## src/rtl/cpu_pkg.sv

```systemverilog
// Shared definitions for the 16-bit pipelined CPU: PC-select codes, opcodes,
// the bubble word and the fetch FSM state type.
package cpu_pkg;

    localparam int PC_W    = 16;
    localparam int INSTR_W = 16;
    localparam int CNT_W   = 16;

    // PC-select codes produced by the control unit (mux1)
    typedef enum logic [1:0] {
        PCSEL_HALT   = 2'b00,
        PCSEL_SEQ    = 2'b01,
        PCSEL_JUMP   = 2'b10,
        PCSEL_BRANCH = 2'b11
    } pc_sel_e;

    localparam logic [3:0] OP_HALT = 4'b1111;
    localparam logic [3:0] OP_JUMP = 4'b1100;

    // Opcode 0000 / func 0000: no register write, no memory access, no branch
    localparam logic [INSTR_W-1:0] NOP_INSTR = 16'h0000;

    typedef enum logic {
        ST_RUN  = 1'b0,
        ST_HALT = 1'b1
    } fetch_state_e;

endpackage

```

## src/rtl/fetch_pc_next.sv

```systemverilog
// Combinational next-PC selection for the fetch stage: sequential step,
// PC-relative jump, taken branch, or hold (stall / halt / frozen).
module fetch_pc_next
    import cpu_pkg::*;
#(
    parameter int PC_WIDTH = 16
) (
    input  logic [1:0]          pc_sel_i,
    input  logic                stall_i,
    input  logic                run_i,
    input  logic [PC_WIDTH-1:0] pc_i,
    input  logic [PC_WIDTH-1:0] pc_id_i,
    input  logic [11:0]         jump_imm_i,
    input  logic [PC_WIDTH-1:0] branch_target_i,
    output logic [PC_WIDTH-1:0] pc_next_o
);

    logic [PC_WIDTH-1:0] jump_offset;
    logic [PC_WIDTH-1:0] jump_target;
    logic [PC_WIDTH-1:0] seq_target;
    logic [PC_WIDTH-1:0] branch_even;
    pc_sel_e             sel;

    // Jump offset is a signed 12-bit word count, converted to a byte offset.
    // The jump is relative to the address of the jump instruction itself,
    // which is the one currently sitting in IF/ID.
    assign jump_offset = {{(PC_WIDTH-13){jump_imm_i[11]}}, jump_imm_i, 1'b0};
    assign jump_target = pc_id_i + jump_offset;
    assign seq_target  = pc_i + PC_WIDTH'(2);
    // Instructions are halfword aligned, so the PC is kept even.
    assign branch_even = {branch_target_i[PC_WIDTH-1:1], 1'b0};
    assign sel         = pc_sel_e'(pc_sel_i);

    // Redirects beat a stall: the stalled word is on the wrong path anyway.
    always_comb begin
        pc_next_o = pc_i;
        if (run_i) begin
            unique case (sel)
                PCSEL_HALT:   pc_next_o = pc_i;
                PCSEL_JUMP:   pc_next_o = jump_target;
                PCSEL_BRANCH: pc_next_o = branch_even;
                PCSEL_SEQ:    pc_next_o = stall_i ? pc_i : seq_target;
                default:      pc_next_o = pc_i;
            endcase
        end
    end

endmodule

```

## src/rtl/fetch_stage.sv

```systemverilog
// Instruction-fetch stage plus IF/ID pipeline buffer. Owns the PC, presents it
// to instruction memory, captures the returned word one cycle later, squashes
// wrong-path fetches on redirects and freezes permanently on halt.
module fetch_stage
    import cpu_pkg::*;
#(
    parameter int                    PC_WIDTH    = 16,
    parameter int                    INSTR_WIDTH = 16,
    parameter logic [PC_WIDTH-1:0]   RESET_PC    = 16'h0000,
    parameter logic [INSTR_WIDTH-1:0] NOP_INSTR  = 16'h0000
) (
    input  logic                   clk,
    input  logic                   rst,
    input  logic [1:0]             pc_sel,
    input  logic                   stall,
    input  logic [PC_WIDTH-1:0]    branch_target,
    output logic [PC_WIDTH-1:0]    imem_addr,
    input  logic [INSTR_WIDTH-1:0] imem_rdata,
    output logic [INSTR_WIDTH-1:0] instr_id,
    output logic [PC_WIDTH-1:0]    pc_id,
    output logic                   valid_id,
    output logic                   halted,
    output logic [CNT_W-1:0]       fetch_count
);

    fetch_state_e           state_q,       state_d;
    logic [PC_WIDTH-1:0]    pc_q,          pc_d;
    logic [INSTR_WIDTH-1:0] instr_id_q,    instr_id_d;
    logic [PC_WIDTH-1:0]    pc_id_q,       pc_id_d;
    logic                   valid_id_q,    valid_id_d;
    logic [CNT_W-1:0]       fetch_count_q, fetch_count_d;

    pc_sel_e sel;
    logic    run;

    assign sel = pc_sel_e'(pc_sel);
    assign run = (state_q == ST_RUN);

    fetch_pc_next #(
        .PC_WIDTH (PC_WIDTH)
    ) u_pc_next (
        .pc_sel_i        (pc_sel),
        .stall_i         (stall),
        .run_i           (run),
        .pc_i            (pc_q),
        .pc_id_i         (pc_id_q),
        .jump_imm_i      (instr_id_q[11:0]),
        .branch_target_i (branch_target),
        .pc_next_o       (pc_d)
    );

    // FSM next state and IF/ID buffer / fetch counter updates
    always_comb begin
        state_d       = state_q;
        instr_id_d    = instr_id_q;
        pc_id_d       = pc_id_q;
        valid_id_d    = valid_id_q;
        fetch_count_d = fetch_count_q;
        unique case (state_q)
            ST_RUN: begin
                unique case (sel)
                    PCSEL_HALT: begin
                        state_d    = ST_HALT;
                        instr_id_d = NOP_INSTR;
                        valid_id_d = 1'b0;
                    end
                    PCSEL_JUMP, PCSEL_BRANCH: begin
                        instr_id_d = NOP_INSTR;
                        valid_id_d = 1'b0;
                    end
                    PCSEL_SEQ: begin
                        if (!stall) begin
                            instr_id_d = imem_rdata;
                            pc_id_d    = pc_q;
                            valid_id_d = 1'b1;
                            if (fetch_count_q != {CNT_W{1'b1}}) begin
                                fetch_count_d = fetch_count_q + CNT_W'(1);
                            end
                        end
                    end
                    default: begin
                        state_d = state_q;
                    end
                endcase
            end
            ST_HALT: begin
                // Only reset leaves HALT; everything stays frozen.
                state_d = ST_HALT;
            end
            default: begin
                state_d = ST_HALT;
            end
        endcase
    end

    // State registers with immediate (asynchronous) reset
    always_ff @(posedge clk or posedge rst) begin
        if (rst) begin
            state_q       <= ST_RUN;
            pc_q          <= RESET_PC;
            instr_id_q    <= NOP_INSTR;
            pc_id_q       <= '0;
            valid_id_q    <= 1'b0;
            fetch_count_q <= '0;
        end else begin
            state_q       <= state_d;
            pc_q          <= pc_d;
            instr_id_q    <= instr_id_d;
            pc_id_q       <= pc_id_d;
            valid_id_q    <= valid_id_d;
            fetch_count_q <= fetch_count_d;
        end
    end

    assign imem_addr   = pc_q;
    assign instr_id    = instr_id_q;
    assign pc_id       = pc_id_q;
    assign valid_id    = valid_id_q;
    assign halted      = (state_q == ST_HALT);
    assign fetch_count = fetch_count_q;

endmodule

```

## config.mk

```make
export PLATFORM = sky130hd
export DESIGN_NAME = fetch_stage
export DESIGN_NICKNAME = d
export VERILOG_FILES = /design/src/rtl/cpu_pkg.sv /design/src/rtl/fetch_pc_next.sv /design/src/rtl/fetch_stage.sv
export SDC_FILE = /design/constraint.sdc
export NUM_CORES = 1
export LEC_CHECK = 0
export CAP_MARGIN = 10
export CELL_PAD_IN_SITES_DETAIL_PLACEMENT = 1
export CELL_PAD_IN_SITES_GLOBAL_PLACEMENT = 2
export CORE_MARGIN = 3
export CORE_UTILIZATION = 29
export DETAILED_ROUTE_END_ITERATION = 12
export PLACE_DENSITY_LB_ADDON = 0.1
export SYNTH_ARGS = -nofsm -noshare
export SYNTH_HDL_FRONTEND = slang
export SYNTH_SLANG_ARGS = --single-unit
```

## constraint.sdc

```tcl
create_clock -name clk -period 2.8 [get_ports clk]
set_clock_uncertainty 0.2 [all_clocks]
set_input_delay 0.56 -clock clk [delete_from_list [all_inputs] [get_ports clk]]
set_output_delay 0.56 -clock clk [all_outputs]
set_load 0.1 [all_outputs]
```

Fig. 1: run 1, routing congestion
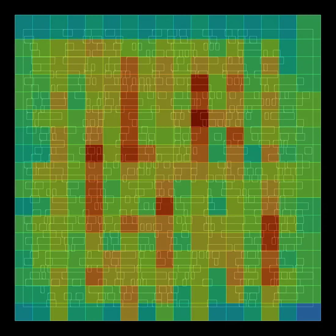
met2 usage: 30.40%
global-route track usage on met1: 23.16%
met3 usage: 4.618%
Most Used Layer, Global Route: met2
average wire length per cell after detail routing: 18.16 um

Fig. 2: run 1, gate families picked out
The bar under the picture is 20 um long.
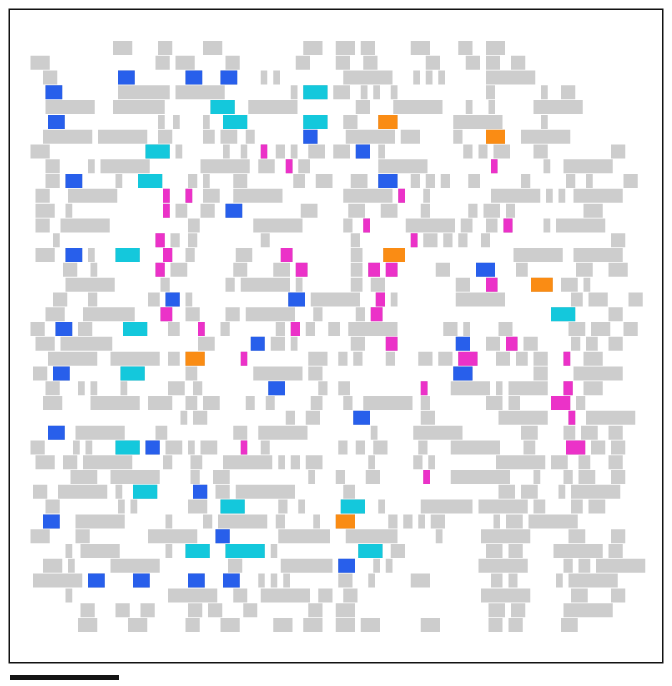
mux cells -> orange  # cells 6, most used mux2i_1
fa/ha/maj cells -> cyan  # cells 17, most used ha_1
non-inverting ao/oa cells -> blue  # cells 31, most used a22o_1
nor cells -> magenta  # cells 35, most used nor2_1
final cell count without fillers: 682
multi-input logic portion of the cell area: 38.30%

==> impl_metrics.json, run 1 <==
{
  "final.fill_count": 1427,
  "worstMarginPinSlew_ps": 683.6,
  "critPathCapture": "imem_addr[11]",
  "critical_path_depth": 8,
  "timing.max_cap.violations": 0,
  "path_class": "flop to flop",
  "critPathRequiredTime_ps": 2820,
  "worst_r2r_path_depth": 8,
  "weighted_congestion_at_the_end_of_routability_driven_global_placement": 0.8089,
  "drt_iter0_drc": 157,
  "r2r-end": "imem_addr[11]",
  "io_pins": 103,
  "cp_num_buf_inv": 0,
  "final.clkbuf_count": 11,
  "synth_area_in_adders_pct": 5.859,
  "crit_path_start": "instr_id[0]",
  "power-per-cell-area_nw_per_um2": 724.9,
  "overall_die_height_um": 119.8,
  "seq_share_pct": 31.93,
  "path_clk_slew_ps": 50,
  "ctsHtreeMaxLevel": 3,
  "total_negative_slack_for_setup_checks_ps": 0,
  "met2_length_um": 6089,
  "register_area_um2": 1662,
  "place_hpwl_um": 9092,
  "stage_log_warnings": 28,
  "netSwitchingPower_mw": 1.589,
  "post_route_cells_drive_above_1_share_pct": 22.76,
  "rsz0062_at_grt": "false",
  "synth-cells-yosys": 403,
  "buffer_area_share_pct": 19.14,
  "placement.setup.worst_slack_ps": 82.54,
  "finalHoldViolCount": 0,
  "clock_sink_count": 66,
  "outcome": "finished, final reports clean",
  "first_global_vias": 3793,
  "timing.final.crit_period_ps": 2661,
  "drv_slew": 0,
  "area_delta_synth_final_pct": 38.45,
  "power_leader": "combinational logic",
  "wire_length_on_met1_um": 5581,
  "post_synth_instance_area_um2": 3759,
  "irDropWorstVdd_mv": 0.3613,
  "fp_nets": 457
}
Fig. 3: run 1, met3 routing
The bar under the picture is 20 um long.
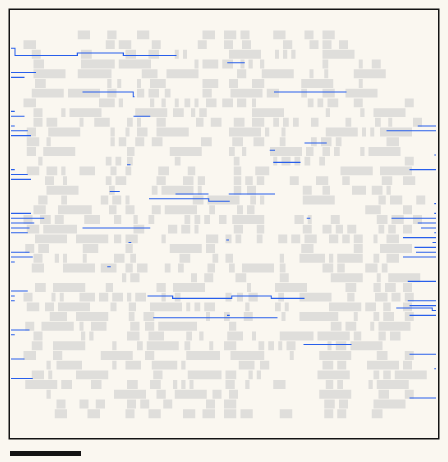
share of all routed wire = 4.0%
nets with wire on the layer = 57
main direction = horizontal
longest straight run = 34.5 um
wire length on this layer = 498 um
Via Count: 3488
routed wire length: 12390 um

==> run 1: through the flow <==
| step | hold WS, ps | instances | area [um^2] | power [mW] |
|---|---|---|---|---|
| final | 285.2 | 682 | 5204 | 3.772 |
| after global routing | 316.0 | 682 | 5204 | 3.947 |
| after CTS | 291.5 | 682 | 5195 | 3.824 |
| after detailed placement | 278.7 | 666 | 4875 | 2.564 |
| after global placement | 268.6 | 666 | 4875 | 2.548 |
| after floorplan | 500.0 | 403 | 3769 | 2.189 |
==> run 1: sequential cells by signal, summed over array words and instances, names as in the netlist <==
| register | count |
|---|---|
| halted | 1 |
| valid_id | 1 |
| pc_id | 16 |
| fetch_count | 16 |
| imem_addr | 16 |
| instr_id | 16 |
## Run 2: what changed since run 1
--- a/config.mk
+++ b/config.mk
@@ -14,4 +14,5 @@
 export PLACE_DENSITY_LB_ADDON = 0.1
 export SYNTH_ARGS = -nofsm -noshare
 export SYNTH_HDL_FRONTEND = slang
+export SYNTH_HIERARCHICAL = 1
 export SYNTH_SLANG_ARGS = --single-unit
Fig. 4: run 2, routing congestion
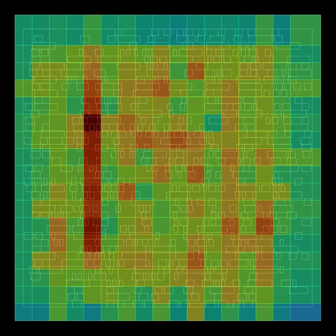
Overall Global Routing Usage: 18.66%
end-of-flow core utilization: 42.37%

Fig. 5: run 2, met3 routing
The bar under the picture is 20 um long.
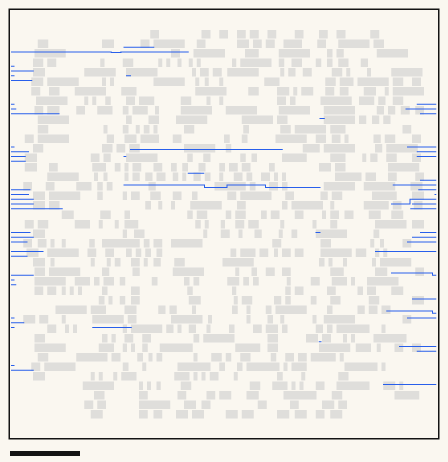
longest straight run = 43.5 um
wire length on this layer = 504 um
Via Count: 3810
routed wire length: 13450 um
met3 usage: 3.594%

==> run 2 against run 1 <==
Via count up 9.2%. Die size rose by 4.5%. Flip-flop count did not move. First-iteration DRC count increased by 12%. Register-to-register slack got worse by 50 ps. Sequential power down about 20%. Cell area increased by 5.3%. Non-clock buffer count grew 10. Global-route usage increased by 0.44 points. Critical endpoint is now imem_addr[15]. Largest cell class unchanged. Highest routed layer unchanged.
==> impl_metrics.json, run 2 <==
{
  "path_clk_slew_ps": 60,
  "r2r-end": "imem_addr[15]",
  "first_global_vias": 4060,
  "buffer_area_share_pct": 19.78,
  "worst_r2r_path_depth": 8,
  "netSwitchingPower_mw": 0.7930,
  "register_area_um2": 1662,
  "stage_log_warnings": 27,
  "avgRoutedWirePerCell_um": 18.47,
  "seq_share_pct": 30.33,
  "fin_worst_hold_slack_ps": 300.8,
  "irDropWorstVdd_mv": 0.2497,
  "post_synth_instance_area_um2": 3939,
  "final.fill_count": 1505,
  "critPathRequiredTime_ps": 2800,
  "area_delta_synth_final_pct": 39.07,
  "timing.max_cap.violations": 0,
  "synth-cells-yosys": 434,
  "path_class": "flop to flop",
  "timing.final.crit_period_ps": 2712,
  "final_cell_area_um2": 5478,
  "ctsHtreeMaxLevel": 3,
  "outcome": "finished, final reports clean"
}
Fig. 6: run 2, signal wires on met1
The bar under the picture is 20 um long. Supply wires on this layer in grey.
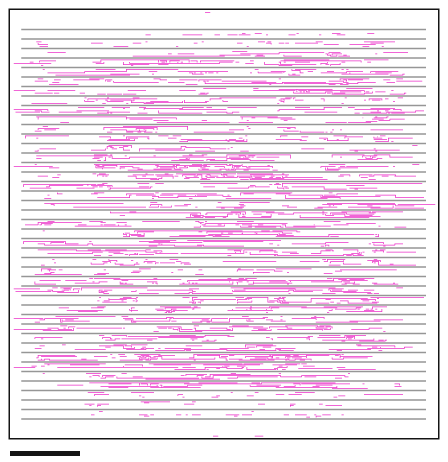
longest straight run = 41.9 um
wire length on this layer = 6430 um
share of all routed wire = 48%
nets with wire on the layer = 531
main direction = horizontal
global-route track usage on met1: 24.59%

## run 2: cell types whose count changed in the layout (fill, tap and decap cells not counted), sizes merged, moves of 4 or more
cell,change
xnor2,-6
a21o,-4
nand2b,-4
buf,+10
nor2,+6
o21bai,-4
nand3,+7
nand2,+13
o21a,+8
## run 2: power groups by stage
stage	registers [mW]	clock network, mW	logic, mW
floorplan	1.22	0	0.0944
CTS	1.03	1.19	0.434
global route	1.03	1.24	0.454
detailed placement	1.04	0	0.433
finish	1.02	1.16	0.430
global placement	1.04	0	0.430
## run 2: cells by family (layout without fill, tap and decap cells)
logic type	count (synthesis)	in the layout
multiplexers	4	4
XOR/XNOR	24	24
adder cells (fa/ha/maj)	17	17
flip-flops	66	66
AND-OR/OR-AND	123	123
buffers and inverters	26	148
AND/OR/NAND/NOR	174	174
Power and IR drop assume default switching activity.
